==> config.mk <==
export PLATFORM = sky130hd
export DESIGN_NAME = keypad_scan_4x4
export DESIGN_NICKNAME = d
export VERILOG_FILES = /design/src/rtl/keypad_pkg.sv /design/src/rtl/key_fifo.sv /design/src/rtl/keypad_scan_4x4.sv
export SDC_FILE = /design/constraint.sdc
export NUM_CORES = 1
export LEC_CHECK = 0
export CORE_MARGIN = 2
export CORE_UTILIZATION = 54
export DETAILED_ROUTE_END_ITERATION = 10
export PLACE_DENSITY = 0.87
export SLEW_MARGIN = 15
export SYNTH_ARGS = -nofsm -noshare
export SYNTH_HDL_FRONTEND = slang
export SYNTH_HIERARCHICAL = 1
export SYNTH_SLANG_ARGS = --single-unit
==> constraint.sdc <==
create_clock -name clk -period 2.6 [get_ports clk]
set_input_delay 0.52 -clock clk [delete_from_list [all_inputs] [get_ports clk]]
set_output_delay 0.52 -clock clk [all_outputs]
set_load 0.05 [all_outputs]
==> src/rtl/keypad_pkg.sv <==
// Shared definitions for the 4x4 keypad scanner: geometry, code type,
// scanner state encoding and the row-index to row-drive decode.
package keypad_pkg;

  localparam int KP_ROWS   = 4;
  localparam int KP_COLS   = 4;
  localparam int KP_CODE_W = 4;

  typedef logic [KP_CODE_W-1:0] kp_code_t;

  localparam logic [1:0] ST_SETTLE     = 2'd0;
  localparam logic [1:0] ST_SAMPLE     = 2'd1;
  localparam logic [1:0] ST_PRESS_DB   = 2'd2;
  localparam logic [1:0] ST_RELEASE_DB = 2'd3;

  // Active-low drive pattern: only the selected row is pulled low.
  function automatic logic [KP_ROWS-1:0] row_drive(input logic [1:0] idx);
    logic [KP_ROWS-1:0] one_hot;
    one_hot      = '0;
    one_hot[idx] = 1'b1;
    return ~one_hot;
  endfunction

endpackage

==> src/rtl/key_fifo.sv <==
// Small synchronous FIFO for key codes; a push into a full FIFO is accepted
// only when a pop happens in the same cycle. Head reads as zero when empty.
module key_fifo #(
  parameter int WIDTH = 4,
  parameter int DEPTH = 4
) (
  input  logic             clk,
  input  logic             rst_n,
  input  logic             push,
  input  logic [WIDTH-1:0] push_data,
  input  logic             pop,
  output logic [WIDTH-1:0] pop_data,
  output logic             full,
  output logic             empty
);

  localparam int PTR_W = $clog2(DEPTH);

  if ((DEPTH < 2) || ((DEPTH & (DEPTH - 1)) != 0)) begin : g_bad_depth
    $error("key_fifo DEPTH must be a power of two and at least 2");
  end

  logic [WIDTH-1:0] mem [DEPTH];
  logic [PTR_W-1:0] wr_ptr;
  logic [PTR_W-1:0] rd_ptr;
  logic [PTR_W:0]   count;
  logic             do_push;
  logic             do_pop;

  assign full     = (count == (PTR_W+1)'(DEPTH));
  assign empty    = (count == '0);
  assign do_pop   = pop && !empty;
  assign do_push  = push && (!full || do_pop);
  assign pop_data = empty ? '0 : mem[rd_ptr];

  always_ff @(posedge clk or negedge rst_n) begin
    if (!rst_n) begin
      wr_ptr <= '0;
      rd_ptr <= '0;
      count  <= '0;
    end else begin
      if (do_push) wr_ptr <= wr_ptr + 1'b1;
      if (do_pop)  rd_ptr <= rd_ptr + 1'b1;
      case ({do_push, do_pop})
        2'b10:   count <= count + 1'b1;
        2'b01:   count <= count - 1'b1;
        default: count <= count;
      endcase
    end
  end

  always_ff @(posedge clk) begin
    if (do_push) mem[wr_ptr] <= push_data;
  end

endmodule

==> src/rtl/keypad_scan_4x4.sv <==
// 4x4 matrix keypad scanner: row drive, column sync, press/release debounce
// and a key-code FIFO. Optional auto-repeat under KEYPAD_AUTOREPEAT_EN.
//
// state       | meaning
// ------------+-----------------------------------------------------------
// SETTLE      | row driven, waiting for columns to settle through the sync
// SAMPLE      | inspect columns once: idle, single key, or ghost/multi-key
// PRESS_DB    | row held, candidate pattern must stay stable to accept
// RELEASE_DB  | row held, all columns must stay high to finish the press
module keypad_scan_4x4
  import keypad_pkg::*;
#(
  parameter int SETTLE_CYCLES   = 16,
  parameter int DEBOUNCE_CYCLES = 500000,
  parameter int FIFO_DEPTH      = 4,
  parameter int REPEAT_DELAY    = 25000000,
  parameter int REPEAT_PERIOD   = 5000000
) (
  input  logic                 clk,
  input  logic                 rst_n,
  output logic [KP_ROWS-1:0]   row_n,
  input  logic [KP_COLS-1:0]   col_n,
  output logic                 key_valid,
  output logic [KP_CODE_W-1:0] key_code,
  input  logic                 key_ready,
  output logic                 key_held,
  output logic                 overflow
);

  if (SETTLE_CYCLES < 1) begin : g_bad_settle
    $error("SETTLE_CYCLES must be at least 1");
  end
  if (DEBOUNCE_CYCLES < 2) begin : g_bad_debounce
    $error("DEBOUNCE_CYCLES must be at least 2");
  end
  if ((REPEAT_DELAY < 1) || (REPEAT_PERIOD < 1)) begin : g_bad_repeat
    $error("REPEAT_DELAY and REPEAT_PERIOD must be at least 1");
  end

  localparam int CNT_MAX = (DEBOUNCE_CYCLES > SETTLE_CYCLES) ? DEBOUNCE_CYCLES : SETTLE_CYCLES;
  localparam int CNT_W   = $clog2(CNT_MAX + 1);
  localparam logic [CNT_W-1:0] SETTLE_LAST = CNT_W'(SETTLE_CYCLES - 1);
  localparam logic [CNT_W-1:0] DB_LAST     = CNT_W'(DEBOUNCE_CYCLES - 1);

  logic [KP_COLS-1:0] col_meta;
  logic [KP_COLS-1:0] col_s;
  logic [1:0]         state;
  logic [CNT_W-1:0]   cnt;
  logic [1:0]         row_idx;
  logic [1:0]         row_next;
  kp_code_t           cand;
  logic [KP_COLS-1:0] pattern;
  logic               col_idle;
  logic               col_single;
  logic [1:0]         col_idx;
  logic               press_done;
  logic               rep_fire;
  logic               push;
  logic               pop;
  logic               fifo_full;
  logic               fifo_empty;

  always_ff @(posedge clk or negedge rst_n) begin
    if (!rst_n) begin
      col_meta <= '1;
      col_s    <= '1;
    end else begin
      col_meta <= col_n;
      col_s    <= col_meta;
    end
  end

  assign col_idle = (col_s == '1);
  assign row_next = row_idx + 2'd1;

  always_comb begin
    col_single = 1'b0;
    col_idx    = 2'd0;
    case (col_s)
      4'b1110: begin col_single = 1'b1; col_idx = 2'd0; end
      4'b1101: begin col_single = 1'b1; col_idx = 2'd1; end
      4'b1011: begin col_single = 1'b1; col_idx = 2'd2; end
      4'b0111: begin col_single = 1'b1; col_idx = 2'd3; end
      default: begin col_single = 1'b0; col_idx = 2'd0; end
    endcase
  end

  assign press_done = (state == ST_PRESS_DB) && (col_s == pattern) && (cnt == DB_LAST);
  assign push       = press_done || rep_fire;
  assign key_valid  = !fifo_empty;
  assign pop        = key_valid && key_ready;

  always_ff @(posedge clk or negedge rst_n) begin
    if (!rst_n) begin
      state    <= ST_SETTLE;
      cnt      <= '0;
      row_idx  <= 2'd0;
      row_n    <= row_drive(2'd0);
      cand     <= '0;
      pattern  <= '1;
      key_held <= 1'b0;
    end else begin
      case (state)
        ST_SETTLE: begin
          if (cnt == SETTLE_LAST) begin
            cnt   <= '0;
            state <= ST_SAMPLE;
          end else begin
            cnt <= cnt + 1'b1;
          end
        end
        ST_SAMPLE: begin
          if (col_single) begin
            cand    <= {row_idx, col_idx};
            pattern <= col_s;
            state   <= ST_PRESS_DB;
          end else begin
            row_idx <= row_next;
            row_n   <= row_drive(row_next);
            state   <= ST_SETTLE;
          end
          cnt <= '0;
        end
        ST_PRESS_DB: begin
          if (col_s != pattern) begin
            cnt     <= '0;
            row_idx <= row_next;
            row_n   <= row_drive(row_next);
            state   <= ST_SETTLE;
          end else if (cnt == DB_LAST) begin
            cnt      <= '0;
            key_held <= 1'b1;
            state    <= ST_RELEASE_DB;
          end else begin
            cnt <= cnt + 1'b1;
          end
        end
        ST_RELEASE_DB: begin
          // Any low column restarts the release count; other keys are ignored.
          if (!col_idle) begin
            cnt <= '0;
          end else if (cnt == DB_LAST) begin
            cnt      <= '0;
            key_held <= 1'b0;
            row_idx  <= row_next;
            row_n    <= row_drive(row_next);
            state    <= ST_SETTLE;
          end else begin
            cnt <= cnt + 1'b1;
          end
        end
        default: begin
          cnt   <= '0;
          state <= ST_SETTLE;
        end
      endcase
    end
  end

`ifdef KEYPAD_AUTOREPEAT_EN
  localparam int REP_MAX = (REPEAT_DELAY > REPEAT_PERIOD) ? REPEAT_DELAY : REPEAT_PERIOD;
  localparam int REP_W   = $clog2(REP_MAX + 1);
  localparam logic [REP_W-1:0] DELAY_LAST  = REP_W'(REPEAT_DELAY - 1);
  localparam logic [REP_W-1:0] PERIOD_LAST = REP_W'(REPEAT_PERIOD - 1);

  logic [REP_W-1:0] rep_cnt;
  logic             rep_first;
  logic             key_down;

  // The latched key's own column is still low.
  assign key_down = ((col_s | pattern) != '1);
  assign rep_fire = (state == ST_RELEASE_DB) && key_down &&
                    (rep_cnt == (rep_first ? DELAY_LAST : PERIOD_LAST));

  always_ff @(posedge clk or negedge rst_n) begin
    if (!rst_n) begin
      rep_cnt   <= '0;
      rep_first <= 1'b1;
    end else if ((state != ST_RELEASE_DB) || !key_down) begin
      rep_cnt   <= '0;
      rep_first <= 1'b1;
    end else if (rep_fire) begin
      rep_cnt   <= '0;
      rep_first <= 1'b0;
    end else begin
      rep_cnt <= rep_cnt + 1'b1;
    end
  end
`else
  assign rep_fire = 1'b0;
`endif

  always_ff @(posedge clk or negedge rst_n) begin
    if (!rst_n) begin
      overflow <= 1'b0;
    end else if (push && fifo_full && !pop) begin
      overflow <= 1'b1;
    end
  end

  key_fifo #(
    .WIDTH(KP_CODE_W),
    .DEPTH(FIFO_DEPTH)
  ) u_fifo (
    .clk      (clk),
    .rst_n    (rst_n),
    .push     (push),
    .push_data(cand),
    .pop      (pop),
    .pop_data (key_code),
    .full     (fifo_full),
    .empty    (fifo_empty)
  );

endmodule

==> deck_impl_summary.md <==
Run Summary

Floorplan
  • DIE AREA: approximately 7000 um^2
  • Row cnt: 28
  • Die Y: 82.5 um
  • Fp util: 55.9%

Yosys
  • Post-synth ARST share: 76.5%
  • YS chip area: about 3300 um^2
  • Syn_area_per_cell: roughly 12 um^2
  • # Cells Yosys: 285
  • Top_reg_cell synth: dfrtp_1

Critical path
  • CP arrival: 2.75 ns
  • Critical path required time: approximately 2.9 ns
  • Setup crit end kind: flip-flop
  • Worst Setup Path Type: reg -> reg

Timing
  • RSZ-0062 raised after global routing: no
  • Fmax achieved: about 400 MHz
  • PnR worst setup slack: between 0.09 and 0.1 ns
  • Worst Skew: ~0.0077 ns

Power and ir drop
  • Peak supply drop: 0.589 mV
  • Pwr per Cell Area: about 930 nW/um^2
  • Pleak: approximately 1.7 nW
  • Overall Power: between 0.003 and 0.004 W

Final layout
  • Most numerous logic cell after layout: dfrtp_1
  • Final-stage net count: between 300 and 400
  • Gate Area: 1430 um^2

Clocking
  • Clock transition at path regs: around 0.07 ns
  • Total clock sinks: about 68
  • CTS tree: built

Flow run
  • Max cap viols: 0

Place
  • DPL Wire Length: around 4300 um
  • Placed cell area: around 3700 um^2

Detailed routing
  • ANT nets after route: 0
  • DRT iter0 DRCs: roughly 130

Outcome
  • Status: complete, no violations
[cells in the mapped netlist, types with 7 or more instances]
cell type / count / area, um^2
nand2_1: 12 / 45.0
o21ai_0: 11 / 55.1
nand3_1: 13 / 65.1
nor2_1: 35 / 131
and2_1: 7 / 43.8
xnor2_1: 19 / 166
dfrtp_1: 37 / 926
xor2_1: 10 / 87.6
dfstp_2: 15 / 394
inv_1: 17 / 63.8
edfxtp_1: 16 / 480
nor2b_1: 7 / 43.8
ha_1: 9 / 113
[repair_timing]
item                                   in CTS  in global routing
setup endpoints to repair                   3                  1
hold buffers                                0                  0
gates resized                               3                  3
buffers inserted                            0                  2
endpoints found under the hold margin       0                  0
pin swaps                                   0                  4
[critical path: stages, from the launching register on]
cell      delay, ns
dfrtp_1        0.40
or4_4          0.53
nor2_4         0.15
nand2_2        0.09
nor2_4         0.13
nor2b_2        0.07
nand2_1        0.08
fa_1           0.42
o21ba_2        0.25
o211ai_1       0.09
a22oi_1        0.21
[per-stage QoR]
stage                     setup TNS [ns]  util [%]  hold WS, ns
after floorplan                        0         -        0.224
after global placement                 0      61.4        0.346
after detailed placement         -0.0229      61.4        0.347
after CTS                              0      65.0        0.147
after global routing                   0      65.4        0.165
final                                  0      65.4        0.143
[report_power, final]
part,total [W],leakage (nW),internal (W),switching [W]
clock network,0.000918,0.105,0.000537,0.000381
registers,0.00150,0.790,0.00132,0.000179
logic,0.00120,0.807,0.000503,0.000699
[logic make-up (layout without fill, tap and decap cells)]
kind of cell | Yosys count | in the layout | share of synthesized area (%)
mux | 12 | 12 | 5.49
flops | 68 | 68 | 54.1
compound gates | 33 | 33 | 8.23
buf+inv | 27 | 67 | 3.72
simple gates | 106 | 106 | 16.9
xor+xnor | 29 | 29 | 7.63
fa+ha+maj | 10 | 10 | 3.98
[state kept, by name, indices dropped and copies added (netlist names)]
signal	flops
overflow	1
u_fifo/mem	16
u_fifo/count	3
cnt	19
u_fifo/rd_ptr	2
u_fifo/wr_ptr	2
key_held	1
col_s	4
state	2
pattern	4
col_meta	4
cand	4
row_n	4
row_idx	2
[routing by layer]
metal | up-vias | share of wire [%]
li1 | 1049 | -
met1 | 1070 | 41
met2 | 42 | 53
met3 | 14 | 3.9
met4 | 0 | 2.8
met5 | - | 0
[layout make-up]
cell class,instances,area share [%]
flip-flops and latches,68,46.2
multi-input cells,190,36.8
repair buffers,34,7.58
clock buffers,11,3.37
well taps,75,2.41
clock inverters,5,1.99
inverters,17,1.64
[how the worst min path moves through the flow]
stage / cells after the start / endpoint / start / slack (ns)
2_1_floorplan: 0 / cand[0] / rst_n / 0.22
3_3_place_gp: 0 / col_s[2] / col_meta[2] / 0.35
3_5_place_dp: 0 / col_s[2] / col_meta[2] / 0.35
4_1_cts: 1 / u_fifo/rd_ptr[0] / rst_n / 0.15
5_1_grt: 1 / u_fifo/rd_ptr[0] / rst_n / 0.16
6_report: 1 / u_fifo/rd_ptr[0] / rst_n / 0.14
**Register map, names as in the netlist**

Other sequential cells in the stronger gray, the rest of the logic in the fainter gray.
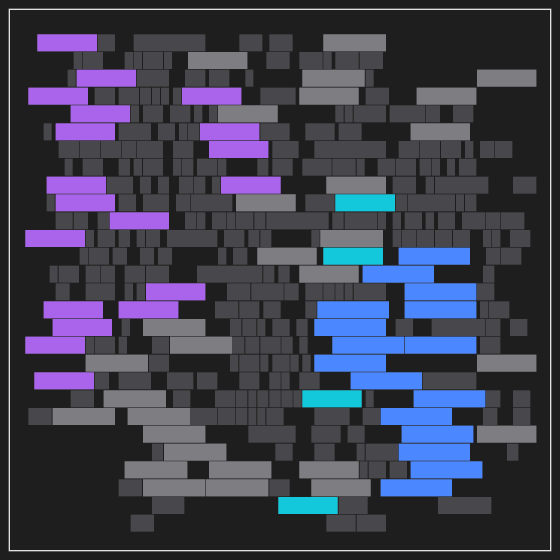
- blue: u_fifo/mem (placed flops 16)
- cyan: cand (placed flops 4)
- purple: cnt (placed flops 19)

**Sizing map**

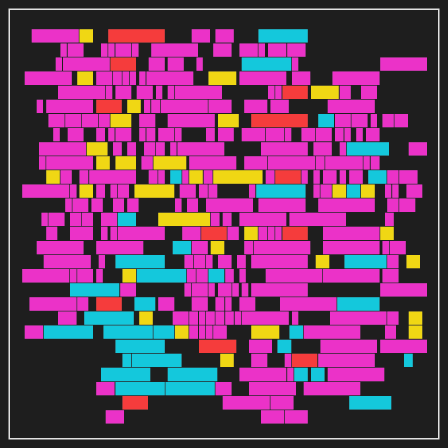
- cyan: drive 2 (cells 34; share 10%; most used dfstp_2)
- yellow: drive 3 to 4 (cells 31; share 9.5%; most used buf_4)
- red: drive 6 and up (cells 12; share 3.7%; most used clkbuf_8)
- magenta: drive 1 or less (cells 248; share 76%; most used dfrtp_1)

Power and IR drop assume default switching activity.
